<file path="config.mk">
export PLATFORM = sky130hd
export DESIGN_NAME = des_key_schedule
export DESIGN_NICKNAME = d
export VERILOG_FILES = /design/src/rtl/des_key_schedule.sv
export SDC_FILE = /design/constraint.sdc
export NUM_CORES = 1
export LEC_CHECK = 0
export ABC_AREA = 1
export CORE_MARGIN = 2
export CORE_UTILIZATION = 60
export DETAILED_ROUTE_END_ITERATION = 7
export DONT_BUFFER_PORTS = 1
export GPL_TIMING_DRIVEN = 0
export HOLD_SLACK_MARGIN = 0.02
export PLACE_DENSITY = 0.84
export SLEW_MARGIN = 20
export SYNTH_ARGS = -nofsm -noshare
export SYNTH_HDL_FRONTEND = slang
export SYNTH_SLANG_ARGS = --single-unit
</file>
<file path="constraint.sdc">
create_clock -name clk -period 5.39 [get_ports clk]
set_input_delay 1.617 -clock clk [delete_from_list [all_inputs] [get_ports clk]]
set_output_delay 1.617 -clock clk [all_outputs]
set_load 0.05 [all_outputs]
</file>
<file path="src/rtl/des_key_schedule.sv">
// DES subkey generator: streams K1..K16 (encrypt) or K16..K1 (decrypt), one per handshake.
// Reverse order is produced by right-rotating C/D on the fly, so no subkey storage is needed.
module des_key_schedule (
  input  logic        clk,
  input  logic        rst_n,
  input  logic        start,
  input  logic        decrypt,
  input  logic [63:0] key,
  input  logic        sk_ready,
  output logic [47:0] subkey,
  output logic        sk_valid,
  output logic [3:0]  round,
  output logic        busy,
  output logic        done
);

  typedef enum logic {IDLE, RUN} state_t;

  // Entry i is the FIPS input bit number (1 = MSB) feeding output bit i+1.
  localparam int PC1 [56] = '{
    57, 49, 41, 33, 25, 17,  9,
     1, 58, 50, 42, 34, 26, 18,
    10,  2, 59, 51, 43, 35, 27,
    19, 11,  3, 60, 52, 44, 36,
    63, 55, 47, 39, 31, 23, 15,
     7, 62, 54, 46, 38, 30, 22,
    14,  6, 61, 53, 45, 37, 29,
    21, 13,  5, 28, 20, 12,  4
  };

  localparam int PC2 [48] = '{
    14, 17, 11, 24,  1,  5,
     3, 28, 15,  6, 21, 10,
    23, 19, 12,  4, 26,  8,
    16,  7, 27, 20, 13,  2,
    41, 52, 31, 37, 47, 55,
    30, 40, 51, 45, 33, 48,
    44, 49, 39, 56, 34, 53,
    46, 42, 50, 36, 29, 32
  };

  state_t      state_reg, state_next;
  logic [27:0] c_reg, c_next;
  logic [27:0] d_reg, d_next;
  logic [47:0] subkey_reg, subkey_next;
  logic        sk_valid_reg, sk_valid_next;
  logic [3:0]  round_reg, round_next;
  logic        busy_reg, busy_next;
  logic        done_reg, done_next;
  logic        decrypt_reg, decrypt_next;

  logic [55:0] pc1_key;
  logic [27:0] src_c, src_d, rot_c, rot_d;
  logic        rot_right;
  logic [1:0]  rot_amt;
  logic [55:0] rot_cd;
  logic [47:0] pc2_out;
  logic [7:0]  unused_parity;

  function automatic logic [27:0] rotate(input logic [27:0] v, input logic right,
                                         input logic [1:0] amt);
    logic [27:0] r;
    r = v;
    case ({right, amt})
      3'b001:  r = {v[26:0], v[27]};
      3'b010:  r = {v[25:0], v[27:26]};
      3'b101:  r = {v[0], v[27:1]};
      3'b110:  r = {v[1:0], v[27:2]};
      default: r = v;
    endcase
    return r;
  endfunction

  // Shift count of FIPS round r (1..16).
  function automatic logic [1:0] shift_of(input logic [4:0] r);
    return (r == 5'd1 || r == 5'd2 || r == 5'd9 || r == 5'd16) ? 2'd1 : 2'd2;
  endfunction

  genvar gi;
  generate
    for (gi = 0; gi < 56; gi++) begin : g_pc1
      localparam int SRC = 64 - PC1[gi];
      assign pc1_key[55-gi] = key[SRC];
    end
    for (gi = 0; gi < 48; gi++) begin : g_pc2
      localparam int SRC = 56 - PC2[gi];
      assign pc2_out[47-gi] = rot_cd[SRC];
    end
    for (gi = 0; gi < 8; gi++) begin : g_parity
      assign unused_parity[gi] = key[8*gi];
    end
  endgenerate

  // Single rotator shared between the initial load and every advance.
  always_comb begin
    src_c     = c_reg;
    src_d     = d_reg;
    rot_right = decrypt_reg;
    rot_amt   = 2'd0;
    if (state_reg == IDLE) begin
      src_c     = pc1_key[55:28];
      src_d     = pc1_key[27:0];
      rot_right = 1'b0;
      rot_amt   = decrypt ? 2'd0 : 2'd1;
    end else if (decrypt_reg) begin
      rot_amt = shift_of(5'd16 - {1'b0, round_reg});
    end else begin
      rot_amt = shift_of({1'b0, round_reg} + 5'd2);
    end
    rot_c  = rotate(src_c, rot_right, rot_amt);
    rot_d  = rotate(src_d, rot_right, rot_amt);
    rot_cd = {rot_c, rot_d};
  end

  always_comb begin
    state_next    = state_reg;
    c_next        = c_reg;
    d_next        = d_reg;
    subkey_next   = subkey_reg;
    sk_valid_next = sk_valid_reg;
    round_next    = round_reg;
    busy_next     = busy_reg;
    done_next     = 1'b0;
    decrypt_next  = decrypt_reg;
    case (state_reg)
      IDLE: begin
        if (start) begin
          state_next    = RUN;
          c_next        = rot_c;
          d_next        = rot_d;
          subkey_next   = pc2_out;
          decrypt_next  = decrypt;
          sk_valid_next = 1'b1;
          busy_next     = 1'b1;
          round_next    = 4'd0;
        end
      end
      RUN: begin
        if (sk_valid_reg && sk_ready) begin
          if (round_reg == 4'd15) begin
            // Subkey keeps its last value after the final transfer.
            state_next    = IDLE;
            sk_valid_next = 1'b0;
            busy_next     = 1'b0;
            done_next     = 1'b1;
            round_next    = 4'd0;
          end else begin
            c_next      = rot_c;
            d_next      = rot_d;
            subkey_next = pc2_out;
            round_next  = round_reg + 4'd1;
          end
        end
      end
      default: state_next = IDLE;
    endcase
  end

  always_ff @(posedge clk) begin
    if (!rst_n) begin
      state_reg    <= IDLE;
      c_reg        <= '0;
      d_reg        <= '0;
      subkey_reg   <= '0;
      sk_valid_reg <= 1'b0;
      round_reg    <= '0;
      busy_reg     <= 1'b0;
      done_reg     <= 1'b0;
      decrypt_reg  <= 1'b0;
    end else begin
      state_reg    <= state_next;
      c_reg        <= c_next;
      d_reg        <= d_next;
      subkey_reg   <= subkey_next;
      sk_valid_reg <= sk_valid_next;
      round_reg    <= round_next;
      busy_reg     <= busy_next;
      done_reg     <= done_next;
      decrypt_reg  <= decrypt_next;
    end
  end

  assign subkey   = subkey_reg;
  assign sk_valid = sk_valid_reg;
  assign round    = round_reg;
  assign busy     = busy_reg;
  assign done     = done_reg;

endmodule

</file>
==> impl_metrics.json <==
{
  "outcome": "completed",
  "worst_hold_path.num_cells": 2,
  "seqPwrFrac": 0.365,
  "num_io_pins": 124,
  "ff2ff_setup_slack_ns": 1.95,
  "holdBufCountCts": 0,
  "timing.critical_path.from": "round[1]",
  "syn-instance-count": 1027,
  "antennaDiodeCount": 0,
  "chip_area_um2": 10200,
  "fin_hold_ws_ns": 0.465,
  "cts_resized": 0,
  "floorplan.nets": 1105,
  "grt_pass1_vias": 5973,
  "finalWorstPathRequiredPeriod_ns": 3.44,
  "timing.critical_path.cells": "inv_1 -> ha_1 -> nand2_1 -> nand3_1 -> nand3b_1 -> nand3_1 -> nand2_1 -> nand3_1 -> ha_1 -> inv_2 -> clkbuf_1 -> nand2_1 -> o21ai_0 -> a21oi_1",
  "hold_path_class": "flop to flop",
  "cp_delay_by_family_top": "flip-flops",
  "drt_drc_violations_left": 0,
  "drt-pass1-iter-count": 6,
  "leak_pwr_nw": 2.95,
  "top_signal_layer_used": "met4",
  "yosys_warnings": 0,
  "top_logic_kind": "simple AND/OR/NAND/NOR gates",
  "setup_violations": 0,
  "clock_tree_buf_depth": 2,
  "critPathMaxStageDelay_ns": 0.81,
  "clkSinkCount": 64,
  "synth_top_cell_by_area": "sky130_fd_sc_hd__nand2_1",
  "final-max-slew-violation-count": 0,
  "post-layout-total-power_mw": 1.50,
  "route.detailed.wl_per_inst_um": 16.9,
  "fin_cells": 1152,
  "met2_usage": 0.585,
  "synth-seq-cells": 64,
  "wirelength_met1_mm": 7.48,
  "logic_area_um2": 3480,
  "grt_pass1_wl_mm": 30.4,
  "timing.setup.tns_ns": 0,
  "proportion_of_power_drawn_by_combinational_gates": 0.387,
  "hpwl_mm": 13.9,
  "initialDrtViolationCount": 832,
  "worst_r2r_startpoint": "round[1]",
  "vias_per_cell": 5.85,
  "drive_gt1_frac": 0.114,
  "most_numerous_logic_cells_after_layout": "sky130_fd_sc_hd__nand2_1, sky130_fd_sc_hd__nor2_1, sky130_fd_sc_hd__o21ai_0, sky130_fd_sc_hd__buf_4, sky130_fd_sc_hd__dfxtp_1",
  "antenna_found_initial": 0,
  "synth-cells-yosys": 1027,
  "simple_gate_share": 0.461,
  "tritoncts": "yes",
  "path_clk_slew_ns": 0.07,
  "timing.max_slew.rel_slack": 0.492,
  "power_switching_mw": 0.649,
  "layout_top_cell": "sky130_fd_sc_hd__nand2_1",
  "port_buffers": 0,
  "dr_vias": 6739,
  "met1_usage": 0.510,
  "ys_sh_xor": 0,
  "cp.buffers_inverters": 3,
  "yosys.cell_types.count": 26,
  "final_clock_period_utilization_by_the_worst_path": 0.639,
  "syn_to_final_growth_pct": 5.17,
  "worst_slew_pin_slew_ns": 0.760,
  "required_ns": 5.61,
  "r2r.worst_path.cells": 14,
  "fill_cells": 943,
  "worstHoldStart": "d_reg[18]",
  "power.density_nw_per_um2": 252,
  "p_int_mw": 0.848,
  "final.setup.worst_slack_ns": 1.95,
  "post_synth_instance_area_um2": 5660,
  "placement.cell_area_um2": 5800,
  "layout.area.seq_um2": 1280,
  "route.antenna.remaining_nets": 0,
  "finalHoldViolCount": 0,
  "grt_util_met3": 0.0596,
  "avgSynthCellArea_um2": 5.51,
  "grt_start_max_net_pins": 11,
  "muxShareOfSynthArea": 0,
  "ys_sh_aoi": 0.135,
  "synth_top_area_share": 0.342,
  "wl_met2_mm": 8.33,
  "cts_root_buffer_type": "sky130_fd_sc_hd__clkbuf_8",
  "fmax_mhz": 290,
  "maxCapViolations": 0,
  "route.met3.wl_mm": 2.50,
  "holdPathEnd": "d_reg[18]",
  "cts_htree_levels": 3,
  "post_synth_main_area_contributors": "sky130_fd_sc_hd__nand2_1, sky130_fd_sc_hd__dfxtp_1, sky130_fd_sc_hd__buf_4",
  "ys_sh_adder": 0.0199,
  "grt_busiest_layer": "met2",
  "nets": 1116,
  "post-cts-setup-buffers": 0,
  "netSwitchingFraction": 0.433,
  "rsz0062_at_grt": "no",
  "worstSetupEndpointType": "flop",
  "timing.critical_path.slowest_stage_cell": "sky130_fd_sc_hd__dfxtp_1",
  "finalWirelength_mm": 19.5,
  "path_depth": 14,
  "crit_path_max_fanout": 10,
  "startpoint_type": "flop",
  "yosys.stat.seqShare": 0.226,
  "crit_path_end": "c_reg[26]",
  "initial_core_util": 0.615,
  "cp_data_arrival_time_ns": 3.67,
  "track_usage": 0.383,
  "grt_overflow_total": 0,
  "cts_bufs_inserted": 9,
  "dpl.cell_count": 1138,
  "setup.worst_path.class": "flop to flop",
  "yosys_synthesis_chip_area_um2": 5660,
  "crit-reg2reg-capture": "c_reg[26]",
  "place_worst_setup_slack_ns": 2.02,
  "gp_congestion": 0.995,
  "openroad_warning_count": 40
}
-- power groups by stage --
stage                     clock, mW  sequential, mW  combinational (mW)
after global placement            0           0.557               0.558
after global routing          0.386           0.552               0.624
after CTS                     0.368           0.547               0.564
final                         0.371           0.547               0.579
after detailed placement          0           0.557               0.562
after floorplan                   0           0.549               0.454
-- cells in the mapped netlist --
cell                       instances
sky130_fd_sc_hd__nand2_1         516
sky130_fd_sc_hd__nor2_1           73
sky130_fd_sc_hd__o21ai_0          70
sky130_fd_sc_hd__buf_4            65
sky130_fd_sc_hd__dfxtp_1          64
sky130_fd_sc_hd__a21oi_1          61
sky130_fd_sc_hd__inv_1            33
sky130_fd_sc_hd__nand4_1          29
sky130_fd_sc_hd__nand3_1          26
sky130_fd_sc_hd__buf_2            20
sky130_fd_sc_hd__clkbuf_1         19
sky130_fd_sc_hd__o21ai_1          15
sky130_fd_sc_hd__ha_1              9
sky130_fd_sc_hd__buf_6             8
sky130_fd_sc_hd__nand2_2           4
sky130_fd_sc_hd__inv_2             3
sky130_fd_sc_hd__a21oi_2           2
sky130_fd_sc_hd__nor2_2            2
sky130_fd_sc_hd__a211oi_1          1
sky130_fd_sc_hd__buf_1             1
sky130_fd_sc_hd__inv_4             1
sky130_fd_sc_hd__nand2_4           1
sky130_fd_sc_hd__nand3_2           1
sky130_fd_sc_hd__nand3_4           1
sky130_fd_sc_hd__nand3b_1          1
sky130_fd_sc_hd__o31ai_1           1
-- cell type report --
class                      count  share of cell area
clock buffer                  13              0.0250
buffer                       113               0.127
sequential                    64               0.215
tap                          111              0.0233
clock inverter                 1            0.000841
multi-input combinational    813               0.585
inverter                      37              0.0238
**Floorplan with the power grid**

The bar under the picture is 20 um long. Pins as bars on the die edge. Tap cells in gray.
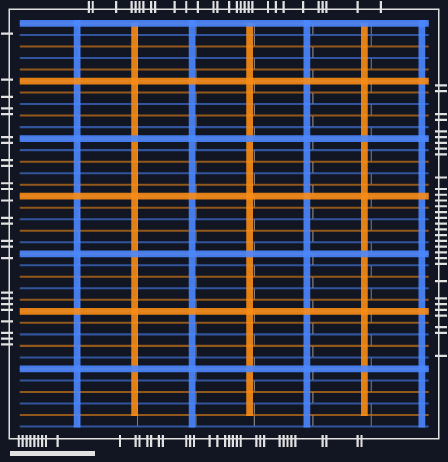
- blue: VSS
- orange: VDD
- tap cells: 111
- met1 rails: 36
- signal pins: 124
- met4 straps: 7
VDD IR-drop max: 0.000142 V
area of the placeable core: 9200 um2
Chip Width: 101 um
vertical die dimension: 101 um

**Cells colored by class**

The bar under the picture is 20 um long.
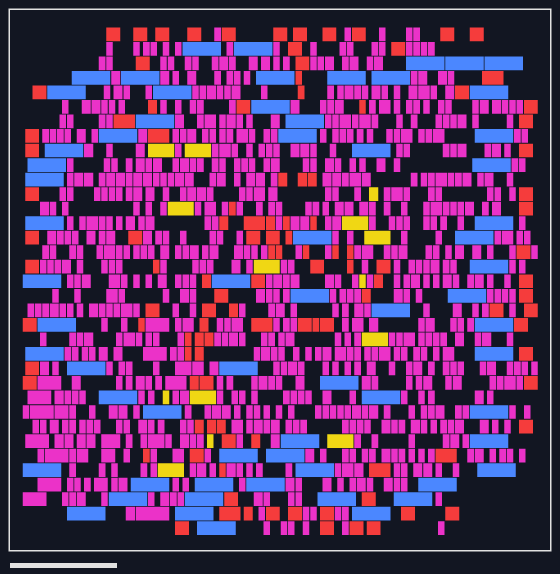
- magenta: combinational and other logic (cells 850; share of their area 62%)
- blue: flops (cells 64; share of their area 22%)
- yellow: clock drivers and dummy loads (cells 14; share of their area 2.6%)
- red: other buffers and delay cells (cells 113; share of their area 13%)
number of rows created at floorplan: 35
fraction of standard cell area that is sequential: 0.215
cell area after layout: 5950 um2
Final Core Density: 0.647

**Clock wires, drivers and flops**

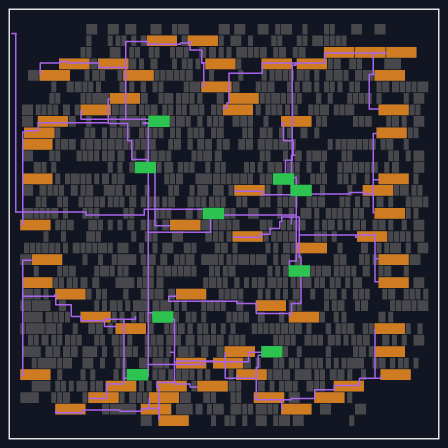
- green: clock drivers (count 9)
- purple: clock wires (length 1010 um)
- orange: flip-flops (count 64)
- routed clock nets: 10
clk pwr: 0.371 mW
clock latency on the worst-skew pair: 0.36 ns
power share of the clock group: 0.248
Worst Clk Skew: 0.0122 ns

Power is estimated from default activity; no workload was simulated.
